Routed metal, one color a layer:
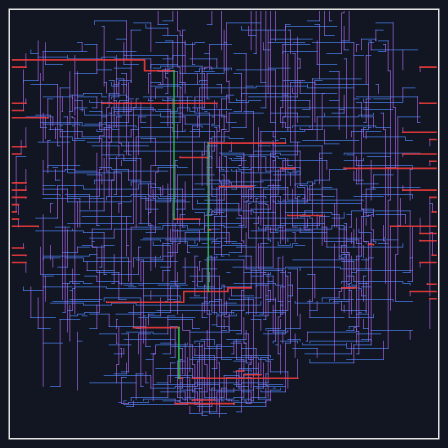
Pin map:
Pins as bars across the die edge, other pins in gray.
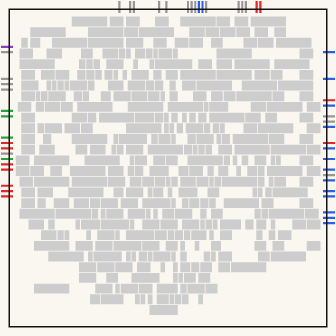
Selected gate families:
Scale bar: 20 um.
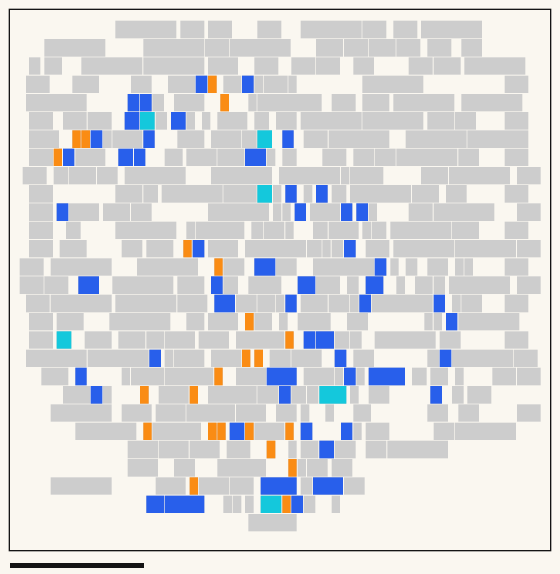
<file path="config.mk">
export PLATFORM = sky130hd
export DESIGN_NAME = tilemap_writer_flat
export DESIGN_NICKNAME = d
export VERILOG_FILES = /design/src/rtl/tilemap_pkg.sv /design/src/rtl/tilemap_writer_if.sv /design/src/rtl/tilemap_address.sv /design/src/rtl/tilemap_writer.sv /design/src/flat_wrapper.sv
export SDC_FILE = /design/constraint.sdc
export NUM_CORES = 1
export LEC_CHECK = 0
export CORE_UTILIZATION = 55
export DETAILED_ROUTE_END_ITERATION = 16
export HOLD_SLACK_MARGIN = 0.03
export PLACE_DENSITY = 0.84
export SYNTH_ARGS = -nofsm -noshare
export SYNTH_HDL_FRONTEND = slang
export SYNTH_SLANG_ARGS = --single-unit
</file>
<file path="constraint.sdc">
create_clock -name clock -period 8.46 [get_ports clock]
set_input_delay 0.846 -clock clock [delete_from_list [all_inputs] [get_ports clock]]
set_output_delay 0.846 -clock clock [all_outputs]
set_load 0.005 [all_outputs]
</file>
<file path="src/rtl/tilemap_pkg.sv">
// Shared tilemap definitions: map geometry, bus widths and writer state encoding.
package tilemap_pkg;

    localparam int TILEMAP_LENGTH = 2000;   // tiles per row
    localparam int TILEMAP_ROWS   = 16;     // rows in the map

    localparam int ADDR_W = 15;             // flat tile address width
    localparam int TILE_W = 4;              // tile code width
    localparam int X_W    = 11;             // column coordinate width
    localparam int Y_W    = 4;              // row coordinate width

    localparam logic [TILE_W-1:0] EMPTY_TILE = '0;

    typedef enum logic [1:0] {
        IDLE  = 2'd0,
        SETUP = 2'd1,
        WRITE = 2'd2,
        ERR   = 2'd3
    } writer_state_t;

endpackage

</file>
<file path="src/rtl/tilemap_writer_if.sv">
// Command handshake and tilemap write bus of the tilemap writer.
// Handshake: a command is taken on the rising edge where enable=1 and done=1;
// enable is ignored while done=0. Each cycle with memory_wren=1 writes
// memory_data to memory_address; both buses read 0 whenever memory_wren=0.
interface tilemap_writer_if;
    import tilemap_pkg::*;

    logic              enable;
    logic              mode;
    logic [X_W-1:0]    x_location;
    logic [Y_W-1:0]    y_location;
    logic [Y_W-1:0]    y_end;
    logic [TILE_W-1:0] tile_value;

    logic [ADDR_W-1:0] memory_address;
    logic [TILE_W-1:0] memory_data;
    logic              memory_wren;
    logic              done;
    logic              error;

    // Command source; receives the write bus and status.
    modport master (
        output enable, mode, x_location, y_location, y_end, tile_value,
        input  memory_address, memory_data, memory_wren, done, error
    );

    // The writer itself.
    modport slave (
        input  enable, mode, x_location, y_location, y_end, tile_value,
        output memory_address, memory_data, memory_wren, done, error
    );

endinterface

</file>
<file path="src/rtl/tilemap_address.sv">
// Combinational tile address: x + y * row_length. Also used by the collision
// detector, so it stays free of any writer state.
module tilemap_address
    import tilemap_pkg::*;
#(
    parameter int ROW_LENGTH = TILEMAP_LENGTH
) (
    input  logic [X_W-1:0]    x,
    input  logic [Y_W-1:0]    y,
    output logic [ADDR_W-1:0] address
);

    localparam logic [ADDR_W-1:0] ROW_STEP = ADDR_W'(ROW_LENGTH);

    // Flat row-major address; legal coordinates never exceed 31999.
    always_comb begin
        address = ADDR_W'(x) + (ADDR_W'(y) * ROW_STEP);
    end

endmodule

</file>
<file path="src/rtl/tilemap_writer.sv">
// Tilemap writer: writes one tile, or fills a column over a row range, one
// tile per cycle. Invalid commands are rejected through a one-cycle ERR state
// that leaves a sticky error flag.
module tilemap_writer #(
    parameter int TILEMAP_LENGTH = tilemap_pkg::TILEMAP_LENGTH,
    parameter int TILEMAP_ROWS   = tilemap_pkg::TILEMAP_ROWS
) (
    input  logic                       clock,
    input  logic                       resetn,
    tilemap_writer_if.slave            bus,
    output tilemap_pkg::writer_state_t state
);
    import tilemap_pkg::*;

    localparam logic [ADDR_W-1:0] ROW_STEP = ADDR_W'(TILEMAP_LENGTH);

    writer_state_t     state_q;
    logic              mode_q;
    logic [X_W-1:0]    x_q;
    logic [Y_W-1:0]    y_q;
    logic [Y_W-1:0]    y_end_q;
    logic [Y_W-1:0]    row_q;
    logic [TILE_W-1:0] tile_q;

    logic [ADDR_W-1:0] addr_q;
    logic [TILE_W-1:0] data_q;
    logic              wren_q;
    logic              done_q;
    logic              error_q;

    logic [ADDR_W-1:0] setup_addr;
    logic              cmd_invalid;

    // Start address of the latched command, computed during SETUP.
    tilemap_address #(
        .ROW_LENGTH (TILEMAP_LENGTH)
    ) u_address (
        .x       (x_q),
        .y       (y_q),
        .address (setup_addr)
    );

    // Reject off-map columns/rows and fills whose row range runs backwards.
    always_comb begin
        cmd_invalid = (int'(bus.x_location) >= TILEMAP_LENGTH)
                   || (int'(bus.y_location) >= TILEMAP_ROWS)
                   || (bus.mode && (bus.y_end < bus.y_location))
                   || (bus.mode && (int'(bus.y_end) >= TILEMAP_ROWS));
    end

    // Command FSM with registered bus outputs; address steps by one row per write.
    always_ff @(posedge clock or negedge resetn) begin
        if (!resetn) begin
            state_q <= IDLE;
            mode_q  <= 1'b0;
            x_q     <= '0;
            y_q     <= '0;
            y_end_q <= '0;
            row_q   <= '0;
            tile_q  <= EMPTY_TILE;
            addr_q  <= '0;
            data_q  <= EMPTY_TILE;
            wren_q  <= 1'b0;
            done_q  <= 1'b1;
            error_q <= 1'b0;
        end else begin
            case (state_q)
                IDLE: begin
                    if (bus.enable) begin
                        mode_q  <= bus.mode;
                        x_q     <= bus.x_location;
                        y_q     <= bus.y_location;
                        y_end_q <= bus.y_end;
                        row_q   <= bus.y_location;
                        tile_q  <= bus.tile_value;
                        error_q <= 1'b0;
                        done_q  <= 1'b0;
                        state_q <= cmd_invalid ? ERR : SETUP;
                    end
                end
                SETUP: begin
                    addr_q  <= setup_addr;
                    data_q  <= tile_q;
                    wren_q  <= 1'b1;
                    state_q <= WRITE;
                end
                WRITE: begin
                    if (!mode_q || (row_q == y_end_q)) begin
                        addr_q  <= '0;
                        data_q  <= EMPTY_TILE;
                        wren_q  <= 1'b0;
                        done_q  <= 1'b1;
                        state_q <= IDLE;
                    end else begin
                        row_q  <= row_q + 1'b1;
                        addr_q <= addr_q + ROW_STEP;
                    end
                end
                ERR: begin
                    error_q <= 1'b1;
                    done_q  <= 1'b1;
                    state_q <= IDLE;
                end
                default: begin
                    addr_q  <= '0;
                    data_q  <= EMPTY_TILE;
                    wren_q  <= 1'b0;
                    done_q  <= 1'b1;
                    state_q <= IDLE;
                end
            endcase
        end
    end

    assign bus.memory_address = addr_q;
    assign bus.memory_data    = data_q;
    assign bus.memory_wren    = wren_q;
    assign bus.done           = done_q;
    assign bus.error          = error_q;
    assign state              = state_q;

endmodule

</file>
<file path="src/flat_wrapper.sv">
// flat-port wrapper written by rule: the top's interface ports become plain ports
module tilemap_writer_flat import tilemap_pkg::*;
#(
    parameter int TILEMAP_LENGTH = tilemap_pkg::TILEMAP_LENGTH,
    parameter int TILEMAP_ROWS   = tilemap_pkg::TILEMAP_ROWS
)
  (clock, resetn, state, bus_enable, bus_mode, bus_x_location, bus_y_location, bus_y_end, bus_tile_value, bus_memory_address, bus_memory_data, bus_memory_wren, bus_done, bus_error);
  tilemap_writer_if bus_i ();
  input  logic clock;
  input  logic resetn;
  output tilemap_pkg::writer_state_t state;
  input wire logic [$bits(bus_i.enable)-1:0] bus_enable;
  input wire logic [$bits(bus_i.mode)-1:0] bus_mode;
  input wire logic [$bits(bus_i.x_location)-1:0] bus_x_location;
  input wire logic [$bits(bus_i.y_location)-1:0] bus_y_location;
  input wire logic [$bits(bus_i.y_end)-1:0] bus_y_end;
  input wire logic [$bits(bus_i.tile_value)-1:0] bus_tile_value;
  output wire logic [$bits(bus_i.memory_address)-1:0] bus_memory_address;
  output wire logic [$bits(bus_i.memory_data)-1:0] bus_memory_data;
  output wire logic [$bits(bus_i.memory_wren)-1:0] bus_memory_wren;
  output wire logic [$bits(bus_i.done)-1:0] bus_done;
  output wire logic [$bits(bus_i.error)-1:0] bus_error;
  assign bus_i.enable = bus_enable;
  assign bus_i.mode = bus_mode;
  assign bus_i.x_location = bus_x_location;
  assign bus_i.y_location = bus_y_location;
  assign bus_i.y_end = bus_y_end;
  assign bus_i.tile_value = bus_tile_value;
  assign bus_memory_address = bus_i.memory_address;
  assign bus_memory_data = bus_i.memory_data;
  assign bus_memory_wren = bus_i.memory_wren;
  assign bus_done = bus_i.done;
  assign bus_error = bus_i.error;
  tilemap_writer #(.TILEMAP_LENGTH(TILEMAP_LENGTH), .TILEMAP_ROWS(TILEMAP_ROWS)) u_core (.clock(clock), .resetn(resetn), .bus(bus_i), .state(state));
endmodule
</file>
==> flow_metrics.env <==
# flow metrics
export IMPL_status="finished clean"
export IMPL_detail_route_iter0_violations=154
export IMPL_setup_worst_path_class="flip-flop to flip-flop"
export IMPL_worstSetupPathDepth=12
export IMPL_max_cap_violations=0
export IMPL_busiest_layer="met2"
export IMPL_synthesis_yosys_warnings=0
export IMPL_layout_nets=442
export IMPL_register_area_sq_um=1300
export IMPL_layout_buffer_count_excluding_clock_buffers=51
export IMPL_ys_seq_share_pct=38.5
export IMPL_cts_setup_buffers=0
export IMPL_grt_max_degree=53
export IMPL_critPathLaunch="u_core.y_q[2]"
export IMPL_cts_hold_repair_buffers=0
export IMPL_crit_slowest_cell="fa_1"
export IMPL_number_of_enable_flip_flop_cells=0
export IMPL_clock_cell_area_share_pct=2.35
export IMPL_launch_instance_of_the_worst_register_to_register_path="u_core.y_q[2]"
export IMPL_dominant_cell_class="multi-input combinational cells"
export IMPL_timing_critical_path_fanout_max=7
export IMPL_hpwlAfterDp_um=5210
export IMPL_finish_utilization_pct=68.2
export IMPL_dpl_worst_slack_ns=4.83
export IMPL_kind_of_path_behind_the_tightest_hold_check="flip-flop to flip-flop"
export IMPL_cell_area_placed_sq_um=3940
export IMPL_synth_yosys_chip_area_sq_um=3380
export IMPL_relSlewSlack_pct=29.6
export IMPL_slew_violations=0
export IMPL_clkSlewWorstSetupHoldPaths_ns=0.10
export IMPL_fin_setup_tns_ns=0
export IMPL_crit_reg2reg_capture="u_core.bus.memory_address[13]"
export IMPL_post_drt_via_cell_ratio=5.69
export IMPL_simple_gate_area_share_pct=11.8
export IMPL_arithmetic_cell_share_of_the_synthesized_area_counting_full_adders_half_adders_and_majority_gates_pct=16.6
About 'routed metal, one color a layer':
Key: metal 2 = purple [wire length 3390 um]; metal 3 = red [wire length 289 um]; metal 1 = blue [wire length 3100 um]; metal 4 = green [wire length 65.3 um]
total track usage: 23.1%
Via Count: 2567
average detailed-routed wire length per instance: 15.2 um
total wire length: 6840 um

About 'pin map':
Key: bus_memory_address = blue [pins 15, direction output, edge 13 right, 2 top]; clock = purple [pins 1, direction input, edge left]; bus_y_end = green [pins 4, direction input, edge left]; bus_x_location = red [pins 11, direction input, edge 7 left, 2 right, 2 top]
All pins by edge: 18 right, 17 left, 16 top.
die boundary height: 80.4 um
die boundary width: 80.4 um
tally of buffers added on design ports: 50

About 'selected gate families':
Key: aoi and oai cells = blue [cells 53]; and/or cells = cyan [cells 6]; inv cells = orange [cells 23]
number of non-filler instances in the completed layout: 451
most common cell after layout, fill and taps aside: dfrtp_1
fraction of area in multi-input gates: 48.5%

Yosys cell counts, types with 3 or more instances:
cell / n / area, sq um
dfrtp_1: 51 / 1280
ha_1: 32 / 400
inv_1: 23 / 86.3
mux2_2: 23 / 259
nand2_1: 22 / 82.6
nor2_1: 21 / 78.8
a21oi_1: 18 / 90.1
xnor2_1: 16 / 140
o21ai_0: 14 / 70.1
a22o_1: 10 / 87.6
fa_1: 8 / 160
nand3_1: 8 / 40.0
clkbuf_1: 7 / 26.3
nand2b_1: 7 / 43.8
nor2b_1: 6 / 37.5
nor3_1: 5 / 25.0
xor2_1: 4 / 35.0
a21o_1: 3 / 22.5
a31oi_1: 3 / 18.8
and3_1: 3 / 18.8
mux2i_1: 3 / 30.0
nand3b_1: 3 / 22.5
o21ai_1: 3 / 15.0
